$ cat config.mk
export PLATFORM = sky130hd
export DESIGN_NAME = conv1d_seq_ctrl
export DESIGN_NICKNAME = d
export VERILOG_FILES = /design/src/rtl/conv1d_seq_ctrl.sv
export SDC_FILE = /design/constraint.sdc
export NUM_CORES = 1
export LEC_CHECK = 0
export CORE_ASPECT_RATIO = 1.4
export CORE_UTILIZATION = 50
export CTS_CLUSTER_SIZE = 16
export DETAILED_ROUTE_END_ITERATION = 10
export PLACE_DENSITY_LB_ADDON = 0.08
export RECOVER_POWER = 50
export SYNTH_ARGS = -nofsm -noshare
export SYNTH_HDL_FRONTEND = slang
export SYNTH_SLANG_ARGS = --single-unit
$ cat constraint.sdc
create_clock -name clk -period 7.7 [get_ports clk]
set_clock_uncertainty 0.15 [all_clocks]
set_input_delay 1.54 -clock clk [delete_from_list [all_inputs] [get_ports clk]]
set_output_delay 1.54 -clock clk [all_outputs]
set_load 0.005 [all_outputs]
$ cat src/rtl/conv1d_seq_ctrl.sv
`default_nettype none
// conv1d_seq_ctrl -- bit-serial GF(2) 1-D convolution sequencer with a valid/ready result stream
// rev 1.0
module conv1d_seq_ctrl #(
  parameter int INLEN   = 16,
  parameter int KERNLEN = 3,
  localparam int OUTLEN = INLEN + KERNLEN - 1,
  localparam int IDXW   = (OUTLEN > 1) ? $clog2(OUTLEN) : 1
) (
  input  logic              clk,
  input  logic              rst_n,
  input  logic              start,
  input  logic              abort,
  input  logic [INLEN-1:0]  in,
  input  logic [KERNLEN-1:0] kernel,
  output logic              busy,
  output logic              out_valid,
  input  logic              out_ready,
  output logic              out_bit,
  output logic [IDXW-1:0]   out_idx,
  output logic [OUTLEN-1:0] out,
  output logic              done
);

  localparam int              PADW     = OUTLEN + KERNLEN - 1;
  localparam logic [IDXW-1:0] LAST_IDX = IDXW'(OUTLEN - 1);

  typedef enum logic [1:0] {
    IDLE = 2'd0,
    RUN  = 2'd1,
    DONE = 2'd2
  } state_t;

  state_t state, state_next;

  logic [INLEN-1:0]   in_q;
  logic [KERNLEN-1:0] kern_q;
  logic [KERNLEN-1:0] kern_rev;
  logic [PADW-1:0]    pad;
  logic [KERNLEN-1:0] win;
  logic [IDXW-1:0]    calc_idx;
  logic               calc_bit;
  logic               handshake;
  logic               last;
  logic               capture;

  // Zero-padded input; window i covers a[i +: KERNLEN] against the reversed kernel.
  assign pad       = PADW'(in_q) << (KERNLEN - 1);
  assign kern_rev  = {<<{kern_q}};
  assign calc_idx  = out_valid ? out_idx + 1'b1 : '0;
  assign win       = KERNLEN'(pad >> calc_idx);
  assign calc_bit  = ^(win & kern_rev);

  assign handshake = (state == RUN) && out_valid && out_ready;
  assign last      = (out_idx == LAST_IDX);
  assign capture   = (state == IDLE) && start && !abort;
  assign busy      = (state != IDLE);

  always_ff @(posedge clk or negedge rst_n) begin
    if (!rst_n) begin
      state <= IDLE;
    end else begin
      state <= state_next;
    end
  end

  always_comb begin
    state_next = state;
    if (abort) begin
      state_next = IDLE;
    end else begin
      case (state)
        IDLE:    if (start) state_next = RUN;
        RUN:     if (handshake && last) state_next = DONE;
        DONE:    state_next = IDLE;
        default: state_next = IDLE;
      endcase
    end
  end

  always_ff @(posedge clk or negedge rst_n) begin
    if (!rst_n) begin
      in_q      <= '0;
      kern_q    <= '0;
      out       <= '0;
      out_valid <= 1'b0;
      out_bit   <= 1'b0;
      out_idx   <= '0;
      done      <= 1'b0;
    end else begin
      done <= (state_next == DONE);
      if (capture) begin
        in_q      <= in;
        kern_q    <= kernel;
        out       <= '0;
        out_valid <= 1'b0;
        out_idx   <= '0;
      end else if (abort) begin
        out_valid <= 1'b0;
      end else if (state == RUN) begin
        if (!out_valid) begin
          out_valid <= 1'b1;
          out_idx   <= '0;
          out_bit   <= calc_bit;
        end else if (out_ready) begin
          out[out_idx] <= out_bit;
          if (last) begin
            out_valid <= 1'b0;
          end else begin
            out_idx <= out_idx + 1'b1;
            out_bit <= calc_bit;
          end
        end
      end
    end
  end

endmodule
`default_nettype wire

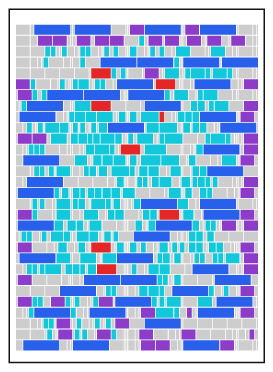
Fig. 1. Placement by cell class (run 1).
(4 px per µm) Fill, decap, tap and diode cells in gray.
combinational and other logic: in cyan, cells 238, share of their area 43%. clock drivers and dummy loads: in red, cells 8, share of their area 3.2%. other buffers and delay cells: in purple, cells 51, share of their area 16%. flops: in blue, cells 47, share of their area 38%.
core area: 4950 µm²
post-layout util: 64.8%
Final Cell Area: 3210 µm²
FP Rows: 30
sequential cell area share: 36.6%

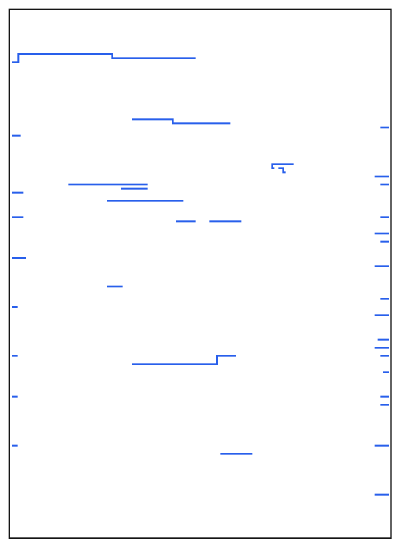
Fig. 2. M3 wires (run 1).
(6 px per µm)
The layer holds 2.8% of the routed length. 34 nets have wire on it. The wires run mostly horizontal. The longest straight run is 15.6 µm.
Vias: 2183
GR Util met3: 4.43%
drt total wl: 5570 µm

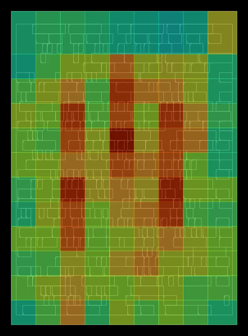
Fig. 3. Routing congestion (run 1).
gr busiest metal: met2
overall routing resource usage: 21.8%
M2 GR Usage: 41.2%

==> impl_metrics.json, run 1 <==
{
  "cts_buffer_depth": 2,
  "syn_area_per_cell_um2": 8.64,
  "rsz0062_at_grt": "false",
  "required_ps": 7660,
  "setup_tns_ps": 0,
  "die_height_um": 87.9,
  "numClockSinks": 47,
  "yosys_cells": 305,
  "hpwl_um": 4000,
  "numCtsBuffers": 5,
  "slew_headroom_pct": -66.0,
  "synth-compound-area-share_pct": 8.16,
  "layoutNonFillerInstCount": 408,
  "synthesis.area_um2": 2640,
  "hold_slack_ps": 335,
  "violations": "capacitance limit, slew limit",
  "htree_num_levels": 2,
  "cpMostUsedCell": "nand2_1",
  "synth_cell_types": 45,
  "cp_slowest_cell": "dlygate4sd3_1",
  "vdd_drop_max_mv": 0.0967,
  "antenna_cells": 0,
  "fillCellCount": 472,
  "tritoncts": "built",
  "grt_max_degree": 48,
  "ant_nets": 0,
  "via_per_inst": 5.35,
  "critPathKind": "in -> reg",
  "status": "finished, violations left",
  "max_cap_viol_count": 2,
  "synth_flops": 47,
  "warnings": 29,
  "drv_slew": 87,
  "simple_gate_share_pct": 27.6,
  "synth_cells": 305,
  "fin_crit_ps": 3680,
  "area_growth_syn_to_layout_pct": 21.8,
  "cpPeakStageDelay_ps": 590,
  "power_uw": 560,
  "die_area_um2": 5570,
  "antenna_found_initial": 0,
  "synth-adder-area-share_pct": 1.90,
  "postCtsSetupBuffers": 0
}
## run 1: stage by stage
step | setup WS (ps) | area, µm²
2_1_floorplan | 4860 | 2640
3_3_place_gp | 3970 | 3120
3_5_place_dp | 3900 | 3120
4_1_cts | 4210 | 3220
5_1_grt | 3570 | 3210
6_report | 4020 | 3210
## run 1: per-layer routing
layer	up-vias	part of all wire, %	GRT usage [%]
li1	1099	-	-
met2	47	56	41.2
met4	0	0.49	7.64
met1	1035	40	24.0
met3	2	2.7	4.43
met5	-	0	0
## run 1: synth_stat cells, types with 2 or more instances
master	instances	share of area, %
dfrtp_1	47	45
o22ai_1	2	0.47
mux2i_1	22	8.4
nand4_1	2	0.47
o21bai_1	2	0.57
ha_1	4	1.9
a21oi_1	13	2.5
buf_2	5	0.95
xnor2_1	3	1.0
nor3b_1	5	1.4
nor2_1	25	3.6
clkbuf_1	11	1.6
nor3_1	4	0.76
inv_1	5	0.71
and2_1	2	0.47
mux2_2	2	0.85
o21ai_0	11	2.1
nand2b_1	4	0.95
mux2_1	3	1.3
nand2_1	77	11
or2_2	2	0.47
a31oi_1	3	0.71
nand3_1	27	5.1
buf_6	3	1.3
## run 1: final timing paths
check | start | endpoint | slack (ps) | cells past startpoint
max | abort | out[0]$_DFFE_PN0P_ | 4020 | 8
min | in_q[12]$_DFFE_PN0P_ | in_q[12]$_DFFE_PN0P_ | 340 | 2
max reg2reg | out_idx[0]$_DFFE_PN0P_ | out_bit$_DFFE_PN0P_ | 4300 | 9
min reg2reg | in_q[12]$_DFFE_PN0P_ | in_q[12]$_DFFE_PN0P_ | 340 | 2
max in group asynchronous | rst_n | kern_q[0]$_DFFE_PN0P_ | 4130 | 1
min in group asynchronous | rst_n | out[3]$_DFFE_PN0P_ | 1850 | 1
## run 1: area by class of cell
cell class	instances	area [µm²]	area share, %
multi-input combinational	233	1340	41.7
tap	64	80.1	2.49
sequential	47	1180	36.6
inverter	5	18.8	0.584
clock buffer	8	100	3.12
timing repair buffer	51	498	15.5
## run 1: flip-flops by register name (all words and copies together) (netlist names)
| register | cells |
|---|---|
| done | 1 |
| in_q | 16 |
| kern_q | 3 |
| state | 2 |
| out_idx | 5 |
| out_bit | 1 |
| out | 18 |
| out_valid | 1 |
## run 1: power groups by stage
stage | sequential (µW) | clock [µW] | combinational, µW
floorplan | 287 | 0 | 79.9
global placement | 304 | 0 | 101
detailed placement | 305 | 0 | 103
CTS | 299 | 168 | 103
global route | 303 | 178 | 116
finish | 299 | 160 | 102
## run 1: worst max-delay path, delay by kind of cell
family / cells / cell delay, ps
buf+inv: 1 / 590
simple gates: 6 / 1460
compound gates: 1 / 60
## run 1: kinds of logic (layout without fill, tap and decap cells)
logic type                 Yosys count  count (layout)
and+or+nand+nor                    159             159
DFF                                 47              47
AOI/OAI and AO/OA                   37              37
muxes                               29              29
buffers and inverters               25              64
adders and majority gates            4               4
xor gates and xnor gates             4               4
## Run 2: what changed since run 1
==> constraint.sdc (replaced) <==
create_clock -name clk -period 3.4 [get_ports clk]
set_clock_uncertainty 0.15 [all_clocks]
set_input_delay 0.68 -clock clk [delete_from_list [all_inputs] [get_ports clk]]
set_output_delay 0.68 -clock clk [all_outputs]
set_load 0.005 [all_outputs]
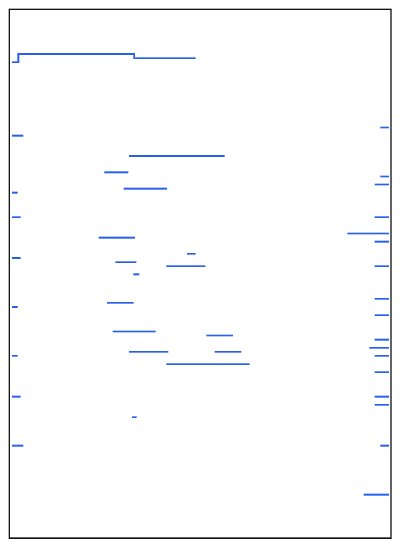
Fig. 4. M3 wires (run 2).
(6 px per µm)
The longest straight run is 19.3 µm. 35 nets have wire on it. The wires run mostly horizontal. The layer holds 2.8% of the routed length.
Vias: 2248
drt total wl: 5920 µm

==> run 2 against run 1 <==
  * Critical path type is now reg -> reg
  * Highest routed layer unchanged
  * Hold slack improved by 7.8 ps
  * Critical path depth increased by 2
  * Cell count increased by 1.2%
  * The run still ends with capacitance limit, slew limit left
  * Area after synthesis unchanged
  * Clock-buffer cell count decreased by 2
  * Sequential cell count unchanged
  * Die area unchanged
  * Worst setup slack got worse by 3500 ps
  * Sequential share of layout area decreased by 0.74 points
  * Largest cell class unchanged
  * Clock power increased to 3.0 times the previous value
  * Sequential power increased by 120%
  * Combinational power increased to 2.6 times the previous value
==> impl_metrics.json, run 2 <==
{
  "crit_buf_inv": 1,
  "setup_tns_ps": 0,
  "fin_crit_ps": 2840,
  "largest_reg_flops": 18,
  "required_ps": 3440,
  "drv_slew": 39,
  "top_area_share_pct": 44.6,
  "synth_cell_types": 45,
  "synth_flops": 47,
  "grtUsageMet1_pct": 27.6,
  "max_cap_viol_count": 1,
  "use_met3_pct": 4.43,
  "synthesis.area_um2": 2640,
  "yosys_cells": 305,
  "area_growth_syn_to_layout_pct": 24.3,
  "critPathKind": "reg -> reg",
  "synthTopCellsByCount": "77 x nand2_1, 47 x dfrtp_1, 27 x nand3_1",
  "area_leaders": "dfrtp_1 45%, nand2_1 11%, mux2i_1 8.4%",
  "rrSetupSlack_ps": 560,
  "place_area_um2": 3150,
  "min_path_cells": 2,
  "status": "finished, violations left",
  "slew_headroom_pct": -6.50,
  "syn_area_per_cell_um2": 8.64,
  "min_to": "in_q[12]$_DFFE_PN0P_",
  "numCtsBuffers": 5,
  "regToRegEndpoint": "out_bit$_DFFE_PN0P_",
  "cp_slowest_cell": "dfrtp_1",
  "synth_cells": 305,
  "hold_path.startpoint": "in_q[12]$_DFFE_PN0P_",
  "die_area_um2": 5570,
  "power_uw": 1400,
  "crit_family": "AND-OR/OR-AND gates",
  "use_met2_pct": 42.6,
  "seqCellArea_um2": 1180,
  "largestRegisters": "out: 18 flops, in_q: 16 flops, out_idx: 5 flops",
  "violations": "capacitance limit, slew limit",
  "antenna_cells": 0,
  "rows": 30
}
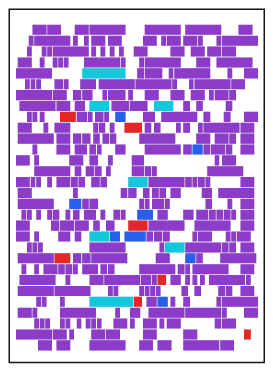
Fig. 5. Cells by drive strength (run 2).
(4 px per µm)
_3 and _4 cells: in blue, cells 8, share 2.3%, most used buf_4. _6 and larger: in cyan, cells 7, share 2.0%, most used clkbuf_8. _2 cells: in red, cells 7, share 2.0%. _0 and _1 cells: in purple, cells 327, share 94%, most used nand2_1.
Final Cell Area: 3280 µm²
post-route setup slack: 562 ps

-- run 2: per-layer routing --
layer	share of wire, %	vias to the layer above
li1	-	1110
met1	42	1080
met2	54	49
met3	2.8	9
met4	1.6	0
met5	0	-
-- run 2: worst max-delay path by stage --
stage,from,end,slack (ps),cells past startpoint
2_1_floorplan,out_idx[0]$_DFFE_PN0P_,out_bit$_DFFE_PN0P_,760,13
3_3_place_gp,out_idx[0]$_DFFE_PN0P_,out_bit$_DFFE_PN0P_,670,10
3_5_place_dp,out_idx[0]$_DFFE_PN0P_,out_bit$_DFFE_PN0P_,600,10
4_1_cts,out_idx[0]$_DFFE_PN0P_,out_bit$_DFFE_PN0P_,580,10
5_1_grt,out_idx[0]$_DFFE_PN0P_,out_bit$_DFFE_PN0P_,330,10
6_report,out_idx[0]$_DFFE_PN0P_,out_bit$_DFFE_PN0P_,560,10
-- run 2: cells by family after synthesis --
kind of cell               Yosys count  synth area share (%)
and+or+nand+nor                    159                  27.6
DFF                                 47                  44.6
AOI/OAI and AO/OA                   37                  8.16
muxes                               29                  11.6
buffers and inverters               25                  4.79
xor gates and xnor gates             4                  1.33
adders and majority gates            4                  1.90
-- run 2: through the flow --
step                      util, %  setup WS (ps)  hold slack [ps]
after floorplan                 -            759              234
after global placement       63.7            669              325
after detailed placement     63.7            601              334
after CTS                    66.3            578              356
after global routing         66.2            328              393
final                        66.2            562              343
-- run 2: layout make-up --
class | count | area share [%]
inverters | 5 | 0.573
flip-flops and latches | 47 | 35.9
clock buffers | 6 | 2.21
multi-input cells | 233 | 40.7
well taps | 64 | 2.44
clock inverters | 2 | 1.83
repair buffers | 56 | 16.4
-- run 2: power breakdown --
| group | internal [µW] | total [µW] | switching, µW |
|---|---|---|---|
| clock network | 294 | 482 | 188 |
| logic | 121 | 262 | 140 |
| registers | 609 | 660 | 50.6 |
-- run 2: worst min-delay path: cells and delay by family, from the launching register on --
kind / cells / cell delay [ps]
DFF: 1 / 360
and+or+nand+nor: 2 / 110
## Run 3: what changed since run 2
==> constraint.sdc (replaced) <==
create_clock -name clk -period 2.9 [get_ports clk]
set_clock_uncertainty 0.15 [all_clocks]
set_input_delay 0.58 -clock clk [delete_from_list [all_inputs] [get_ports clk]]
set_output_delay 0.58 -clock clk [all_outputs]
set_load 0.005 [all_outputs]
==> run 3 against run 2 <==
  * The run now ends clean
  * Sequential share of layout area is 0.29 points higher
  * Total power is 6.1% higher
  * Clock power is 16% lower
  * Utilization is 0.53 points lower
  * Global-route usage is 0.24 points higher
  * Wire length is 1.9% higher
  * Final area is 0.80% lower
  * Maximum frequency is 10% higher
  * Highest routed layer unchanged
==> impl_metrics.json, run 3 <==
{
  "ys_seq_share_pct": 44.6,
  "r2r_start": "out_idx[1]$_DFFE_PN0P_",
  "synth_cells": 305,
  "required_ps": 2940,
  "antenna_found_initial": 0,
  "logic_family": "simple AND/OR/NAND/NOR gates",
  "p_int_uw": 1030,
  "place_area_um2": 3170,
  "yosys_cells": 305,
  "drv_slew": 0,
  "synthesis.area_um2": 2640,
  "critPathKind": "reg -> reg",
  "numClockSinks": 47,
  "area_growth_syn_to_layout_pct": 23.4,
  "syn_area_per_cell_um2": 8.64,
  "status": "finished, final reports clean",
  "synth-adder-area-share_pct": 1.90,
  "rows": 30,
  "post_cts_resized": 0,
  "die_area_um2": 5570,
  "numCtsBuffers": 5,
  "use_met2_pct": 42.4,
  "synth_flops": 47,
  "largestRegisters": "out: 18 flops, in_q: 16 flops, out_idx: 5 flops",
  "antenna_cells": 0,
  "crit_arrival_ps": 2620,
  "synth-compound-area-share_pct": 8.16,
  "p_switching_uw": 462,
  "yosys.area_share.xor_xnor_pct": 1.33,
  "yosys.area.top_type": "dfrtp_1",
  "yosys-stat-area_um2": 2640,
  "largest_reg_flops": 18,
  "final_cell_mix": "77 x nand2_1, 47 x dfrtp_1, 41 x clkdlybuf4s50_1",
  "top_area_share_pct": 44.6,
  "power_frac_seq_pct": 51.5,
  "max_cap_viol_count": 0,
  "area_leaders": "dfrtp_1 45%, nand2_1 11%, mux2i_1 8.4%",
  "crit_path_start": "out_idx[1]$_DFFE_PN0P_",
  "synth_cell_types": 45,
  "clock_power_share_pct": 27.1,
  "cp_slowest_cell": "dfrtp_1",
  "setup_tns_ps": 0,
  "final_area_um2": 3250,
  "synthTopCellsByCount": "77 x nand2_1, 47 x dfrtp_1, 27 x nand3_1",
  "combPwrFrac_pct": 21.4,
  "slew_headroom_pct": 20.3,
  "rsz0062_at_grt": "false",
  "mux_share_pct": 11.6,
  "fin_crit_ps": 2580,
  "grtUsageMet1_pct": 28.7
}
==> run 3: netlist changes by cell type in the layout (fill, tap and decap cells not counted), sizes merged <==
cell and change:
dlygate4sd3 +7, clkinvlp +2, clkinv +1, clkdlybuf4s50 -7, buf +1, bufinv -2
==> run 3: kinds of logic (layout without fill, tap and decap cells) <==
group | Yosys count | count (layout)
muxes | 29 | 29
DFF | 47 | 47
xor gates and xnor gates | 4 | 4
and+or+nand+nor | 159 | 159
buffers and inverters | 25 | 71
AOI/OAI and AO/OA | 37 | 37
adders and majority gates | 4 | 4
==> run 3: layout make-up <==
type	instances	area [µm²]
well taps	64	80.1
clock inverters	3	20.0
inverters	5	18.8
clock buffers	5	68.8
fillers	479	1700
multi-input cells	233	1340
repair buffers	58	549
flip-flops and latches	47	1180
==> run 3: layer usage <==
| layer | up-vias | wire, µm |
|---|---|---|
| li1 | 1123 | - |
| met1 | 1030 | 2570 |
| met2 | 52 | 3140 |
| met3 | 14 | 163 |
| met4 | 0 | 155 |
| met5 | - | 0 |
==> run 3: through the flow <==
step,utilization [%],power (µW),setup WS [ps],instances,hold slack [ps]
detailed placement,64.0,1100,331,407,330
finish,65.6,1490,319,415,346
CTS,65.8,1500,297,415,94.8
floorplan,-,974,259,305,134
global placement,64.0,1100,384,407,324
global route,65.6,1570,92.7,415,373
==> run 3: critical path, delay by kind of cell, from the launching register on <==
| kind | cells | cell delay (ps) |
|---|---|---|
| simple gates | 3 | 760 |
| xor+xnor | 3 | 510 |
| flops | 1 | 440 |
| fa+ha+maj | 1 | 360 |
| compound gates | 2 | 260 |
==> run 3: path summary, 6_finish.rpt <==
kind                       slack, ps             endpoint  depth (start not counted)
setup / recovery                 320  out_bit$_DFFE_PN0P_                          9
hold / removal                   350       done$_DFF_PN0_                          1
setup reg to reg                 320  out_bit$_DFFE_PN0P_                          9
hold reg to reg                  350  in_q[6]$_DFFE_PN0P_                          2
max in group asynchronous        980  in_q[3]$_DFFE_PN0P_                          2
min in group clk                 350  in_q[6]$_DFFE_PN0P_                          2
==> run 3: power by group through the flow <==
| stage | clock [µW] | combinational, µW | sequential (µW) |
|---|---|---|---|
| floorplan | 0 | 212 | 762 |
| global placement | 0 | 318 | 781 |
| detailed placement | 0 | 322 | 780 |
| CTS | 413 | 322 | 767 |
| global route | 434 | 359 | 777 |
| finish | 404 | 319 | 766 |
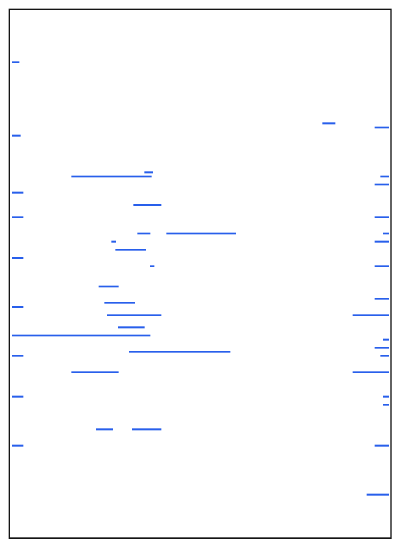
Fig. 6. M3 wires (run 3).
(6 px per µm)
The layer carries 164 µm of wire. The layer holds 2.7% of the routed length. The wires run mostly horizontal. 37 nets have wire on it.
Vias: 2219
drt total wl: 6040 µm
GR Util met3: 3.65%

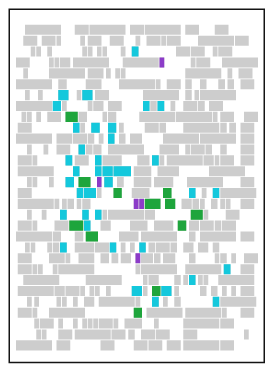
Fig. 7. Gate families picked out (run 3).
(4 px per µm)
AND and OR gates: in green, cells 12. inverting AOI/OAI gates: in cyan, cells 37. inverters: in purple, cells 5, where center.
Commonest Layout Cell: nand2_1
multi-input combinational area share: 41.2%

Power and IR drop assume default switching activity.
